--- src/rtl/regfile_wb_arbiter_pkg.sv ---
// Shared constants and types for the register-file writeback arbiter.
// Register 0 is hardwired to zero, so writes to it are always harmless.
package regfile_wb_arbiter_pkg;

    localparam int REG_ADDR_W     = 5;
    localparam int NUM_REGS       = 32;
    localparam int DATA_W_DEFAULT = 32;

    localparam logic [REG_ADDR_W-1:0] REG_ZERO = '0;

    typedef enum logic [1:0] {
        GRANT_NONE,
        GRANT_ALU,
        GRANT_MEM
    } grant_e;

    function automatic logic [NUM_REGS-1:0] onehot_reg(input logic [REG_ADDR_W-1:0] pos);
        logic [NUM_REGS-1:0] mask;
        mask      = '0;
        mask[pos] = 1'b1;
        return mask;
    endfunction

endpackage

--- src/rtl/regfile_wb_arbiter_fifo.sv ---
// Circular writeback buffer holding (pos, value) pairs for one source.
// Per-slot valid/pos are exported so the top level can build the hazard mask.
module wb_fifo
    import regfile_wb_arbiter_pkg::*;
#(
    parameter int DEPTH  = 2,
    parameter int DATA_W = DATA_W_DEFAULT
) (
    input  logic                                 clock,
    input  logic                                 reset_n,
    input  logic                                 push,
    input  logic [REG_ADDR_W-1:0]                push_pos,
    input  logic [DATA_W-1:0]                    push_value,
    input  logic                                 pop,
    output logic [$clog2(DEPTH+1)-1:0]           count,
    output logic                                 empty,
    output logic [REG_ADDR_W-1:0]                head_pos,
    output logic [DATA_W-1:0]                    head_value,
    output logic [DEPTH-1:0]                     entry_valid,
    output logic [DEPTH-1:0][REG_ADDR_W-1:0]     entry_pos
);

    localparam int PTR_W = (DEPTH > 1) ? $clog2(DEPTH) : 1;
    localparam int CNT_W = $clog2(DEPTH + 1);
    localparam logic [PTR_W-1:0] LAST_PTR = PTR_W'(DEPTH - 1);
    localparam logic [CNT_W-1:0] FULL_CNT = CNT_W'(DEPTH);

    logic [PTR_W-1:0]                  rd_ptr;
    logic [PTR_W-1:0]                  wr_ptr;
    logic [DEPTH-1:0][DATA_W-1:0]      value_q;
    logic [DEPTH-1:0][REG_ADDR_W-1:0]  pos_q;
    logic [DEPTH-1:0]                  valid_q;
    logic                              full;
    logic                              do_push;
    logic                              do_pop;

    function automatic logic [PTR_W-1:0] next_ptr(input logic [PTR_W-1:0] p);
        return (p == LAST_PTR) ? '0 : p + 1'b1;
    endfunction

    assign empty   = (count == '0);
    assign full    = (count == FULL_CNT);
    assign do_push = push && !full;
    assign do_pop  = pop && !empty;

    // Push and pop never touch the same slot: that needs full or empty, which the guards exclude.
    always_ff @(posedge clock or negedge reset_n) begin
        if (!reset_n) begin
            rd_ptr  <= '0;
            wr_ptr  <= '0;
            count   <= '0;
            valid_q <= '0;
            value_q <= '0;
            pos_q   <= '0;
        end else begin
            if (do_push) begin
                value_q[wr_ptr] <= push_value;
                pos_q[wr_ptr]   <= push_pos;
                valid_q[wr_ptr] <= 1'b1;
                wr_ptr          <= next_ptr(wr_ptr);
            end
            if (do_pop) begin
                valid_q[rd_ptr] <= 1'b0;
                rd_ptr          <= next_ptr(rd_ptr);
            end
            case ({do_push, do_pop})
                2'b10:   count <= count + 1'b1;
                2'b01:   count <= count - 1'b1;
                default: count <= count;
            endcase
        end
    end

    assign head_pos    = pos_q[rd_ptr];
    assign head_value  = value_q[rd_ptr];
    assign entry_valid = valid_q;
    assign entry_pos   = pos_q;

endmodule

--- src/rtl/regfile_wb_arbiter.sv ---
// Shares the register file write port between the ALU and load writeback paths.
// Loads win by default; an ALU entry that keeps losing is eventually forced through.
module regfile_wb_arbiter
    import regfile_wb_arbiter_pkg::*;
#(
    parameter int DEPTH        = 2,
    parameter int STARVE_LIMIT = 3,
    parameter int DATA_W       = DATA_W_DEFAULT
) (
    input  logic                  clock,
    input  logic                  reset_n,
    input  logic                  alu_valid,
    output logic                  alu_ready,
    input  logic [REG_ADDR_W-1:0] alu_pos,
    input  logic [DATA_W-1:0]     alu_value,
    input  logic                  mem_valid,
    output logic                  mem_ready,
    input  logic [REG_ADDR_W-1:0] mem_pos,
    input  logic [DATA_W-1:0]     mem_value,
    output logic [REG_ADDR_W-1:0] wb_pos,
    output logic [DATA_W-1:0]     wb_value,
    output logic [NUM_REGS-1:0]   pending_mask
);

    localparam int CNT_W    = $clog2(DEPTH + 1);
    localparam int STARVE_W = $clog2(STARVE_LIMIT + 1);
    localparam logic [CNT_W-1:0]    DEPTH_CNT  = CNT_W'(DEPTH);
    localparam logic [STARVE_W-1:0] STARVE_MAX = STARVE_W'(STARVE_LIMIT);

    logic [CNT_W-1:0]                  alu_count, mem_count;
    logic                              alu_empty, mem_empty;
    logic                              alu_push, mem_push;
    logic                              alu_pop, mem_pop;
    logic [REG_ADDR_W-1:0]             alu_head_pos, mem_head_pos;
    logic [DATA_W-1:0]                 alu_head_value, mem_head_value;
    logic [DEPTH-1:0]                  alu_entry_valid, mem_entry_valid;
    logic [DEPTH-1:0][REG_ADDR_W-1:0]  alu_entry_pos, mem_entry_pos;
    logic [STARVE_W-1:0]               starve_cnt;
    grant_e                            grant;

    // Readiness uses the pre-edge count only, so a full queue stays not-ready even while draining.
    assign alu_ready = reset_n && (alu_count < DEPTH_CNT);
    assign mem_ready = reset_n && (mem_count < DEPTH_CNT);
    assign alu_push  = alu_valid && alu_ready && (alu_pos != REG_ZERO);
    assign mem_push  = mem_valid && mem_ready && (mem_pos != REG_ZERO);
    assign alu_pop   = (grant == GRANT_ALU);
    assign mem_pop   = (grant == GRANT_MEM);

    wb_fifo #(.DEPTH(DEPTH), .DATA_W(DATA_W)) u_alu_fifo (
        .clock       (clock),
        .reset_n     (reset_n),
        .push        (alu_push),
        .push_pos    (alu_pos),
        .push_value  (alu_value),
        .pop         (alu_pop),
        .count       (alu_count),
        .empty       (alu_empty),
        .head_pos    (alu_head_pos),
        .head_value  (alu_head_value),
        .entry_valid (alu_entry_valid),
        .entry_pos   (alu_entry_pos)
    );

    wb_fifo #(.DEPTH(DEPTH), .DATA_W(DATA_W)) u_mem_fifo (
        .clock       (clock),
        .reset_n     (reset_n),
        .push        (mem_push),
        .push_pos    (mem_pos),
        .push_value  (mem_value),
        .pop         (mem_pop),
        .count       (mem_count),
        .empty       (mem_empty),
        .head_pos    (mem_head_pos),
        .head_value  (mem_head_value),
        .entry_valid (mem_entry_valid),
        .entry_pos   (mem_entry_pos)
    );

    always_comb begin
        grant = GRANT_NONE;
        if (!alu_empty && !mem_empty) begin
            grant = (starve_cnt == STARVE_MAX) ? GRANT_ALU : GRANT_MEM;
        end else if (!alu_empty) begin
            grant = GRANT_ALU;
        end else if (!mem_empty) begin
            grant = GRANT_MEM;
        end
    end

    // Idle cycles write zero to register 0, which the register file ignores.
    always_ff @(posedge clock or negedge reset_n) begin
        if (!reset_n) begin
            wb_pos     <= REG_ZERO;
            wb_value   <= '0;
            starve_cnt <= '0;
        end else begin
            case (grant)
                GRANT_ALU: begin
                    wb_pos   <= alu_head_pos;
                    wb_value <= alu_head_value;
                end
                GRANT_MEM: begin
                    wb_pos   <= mem_head_pos;
                    wb_value <= mem_head_value;
                end
                default: begin
                    wb_pos   <= REG_ZERO;
                    wb_value <= '0;
                end
            endcase
            if (alu_empty || grant == GRANT_ALU) begin
                starve_cnt <= '0;
            end else if (starve_cnt != STARVE_MAX) begin
                starve_cnt <= starve_cnt + 1'b1;
            end
        end
    end

    // The wb stage is excluded: the register file forwards its in-flight write.
    always_comb begin
        pending_mask = '0;
        for (int i = 0; i < DEPTH; i++) begin
            if (alu_entry_valid[i]) pending_mask = pending_mask | onehot_reg(alu_entry_pos[i]);
            if (mem_entry_valid[i]) pending_mask = pending_mask | onehot_reg(mem_entry_pos[i]);
        end
    end

endmodule

--- config.mk ---
export PLATFORM = sky130hd
export DESIGN_NAME = regfile_wb_arbiter
export DESIGN_NICKNAME = d
export VERILOG_FILES = /design/src/rtl/regfile_wb_arbiter_pkg.sv /design/src/rtl/regfile_wb_arbiter_fifo.sv /design/src/rtl/regfile_wb_arbiter.sv
export SDC_FILE = /design/constraint.sdc
export NUM_CORES = 1
export LEC_CHECK = 0
export ABC_AREA = 1
export CAP_MARGIN = 40
export CORE_UTILIZATION = 50
export DETAILED_ROUTE_END_ITERATION = 10
export PLACE_DENSITY = 0.76
export SYNTH_ARGS = -nofsm -noshare
export SYNTH_HDL_FRONTEND = slang
export SYNTH_SLANG_ARGS = --single-unit
--- constraint.sdc ---
create_clock -name clock -period 1.9 [get_ports clock]
set_input_delay 0.19 -clock clock [delete_from_list [all_inputs] [get_ports clock]]
set_output_delay 0.19 -clock clock [all_outputs]
set_load 0.05 [all_outputs]
### Placed standard cells

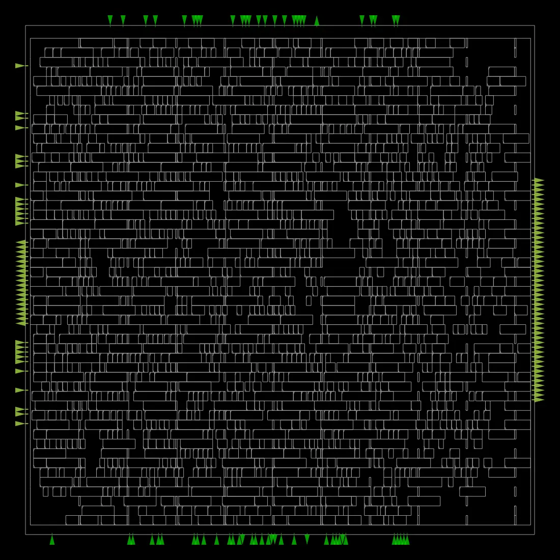
Flops: 199
core region area: 19780 um^2
Fillers: 1636
Final Util: 69.22%

### Placed cells, one color a class

Fill, decap, tap and diode cells in gray.
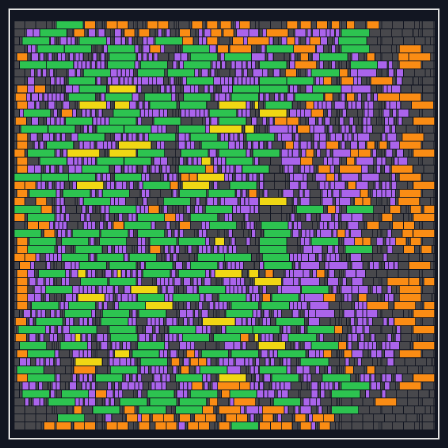
| color | class | cells | share of their area |
|---|---|---|---|
| yellow | clock drivers and dummy loads | 32 | 4.7% |
| purple | remaining logic cells | 1095 | 39% |
| orange | remaining buffers and delay cells | 220 | 19% |
| green | sequential cells | 199 | 37% |
final instance area: 13690 um^2
Core Rows: 51
Seq area share: 36.53%

### Signal wires on met2

Cells faint in the background.
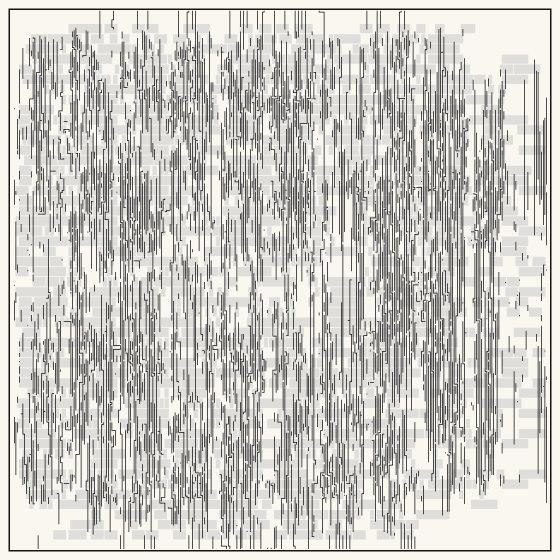
longest straight run: 58.8 um
wire length on this layer: 16600 um
main direction: vertical
share of all routed wire: 50%
nets with wire on the layer: 1281
WL final: 33130 um
Via Count: 10220
grt met2 use: 52.45%

==> reports/metrics.cfg <==
[placement]
post-place-ws_ns=0.04670
dp_hpwl_um=21740
placed_cells=1754

[pwr]
switching_share_pct=46.07
seq-power_uw=7700
pwr-share-comb_pct=49.8
maxPowerGroup=combinational cells
total_power_uw=23020

[global_routing]
grt-ovfl-total=0
use_met1_pct=37.82
grt_use_total_pct=31.14
grt_pass1_wl_um=51160
grt_pass1_vias=9585
grt-busiest-layer=met2
grt_antenna_before_repair=0

[finish]
dominant_cells=registers
syn_to_final_growth_pct=33.74
reg.largest.list=u_alu_fifo.value_q: 64 flops, u_mem_fifo.value_q: 64 flops, wb_value: 32 flops
clock_buffer_count=22
n_antenna_cell=0
fin_nets=1614
inverters=56
multi_input_comb_cells=1039
fin_cells=1811
comb_area_share_pct=36.32

[setup_path]
cpMaxStageDelayCell=dfrtp_2
critPathKind=flip-flop to output port
arrival_ns=1.74
reg2reg_setup_slack_ns=0.19
worstReg2RegEnd=u_alu_fifo.value_q[48]

[sta]
hold_slack_ns=0.3479
setup_viol=3
relSlewSlack_pct=51.35
setup_slack_ns=-0.03148
rsz0062_at_grt=yes

[clock_tree]
numCtsBuffers=17
path_clk_slew_ns=0.07
cts-root-buf=clkbuf_16
clock_path_buffers=2
cts_hold_buf=1

[detailed_routing]
drtIter0Drc=957
remaining_drc_errors=0
vias_per_cell=5.641
detail_route.first_pass.iterations=6
wl_met2_um=16650

[yosys]
async_flop_share_pct=100.0
syn-cell-area_um2=10240
synthTopCellsByCount=nand2_1, dfrtp_1, nand4_1
yosys.area.top_type=dfrtp_1
synth_cell_types=23
synth_top_area_share_pct=48.64
synth_flops=199
avgSynthCellArea_um2=7.392
ys_chip_area_um2=10240
synthFlopType=dfrtp_1

[status]
status=finished, violations left
violations=setup timing

[flow_run]
tool_warnings=30

[floorplan]
die_width_um=145.1

[hold_path]
hold_path_class=input port to async pin

[cell usage in the layout (no fill, tap or decap), types with 3 or more instances in the layout]
cell type	n
a21oi_1	41
a21oi_2	16
buf_12	43
buf_4	50
buf_6	12
bufinv_16	4
clkbuf_1	3
clkbuf_16	17
clkbuf_8	3
clkdlybuf4s50_1	113
clkinv_4	3
dfrtp_1	181
dfrtp_2	18
ha_1	3
inv_1	29
inv_2	20
inv_4	7
nand2_1	645
nand2_2	15
nand3_1	8
nand3_2	25
nand3_4	12
nand4_1	148
nor2_1	85
nor2_2	8
nor2_4	4
nor3_2	5
nor3_4	4
o21ai_0	11
[kinds of logic after synthesis]
logic type	count (synthesis)	share of synthesized area (%)
buf+inv	147	7.320
xor+xnor	4	0.3422
compound gates	70	3.495
simple gates	962	39.84
flops	199	48.64
fa+ha+maj	3	0.3667
No activity file was given, so power comes from the tool's default toggle rates.
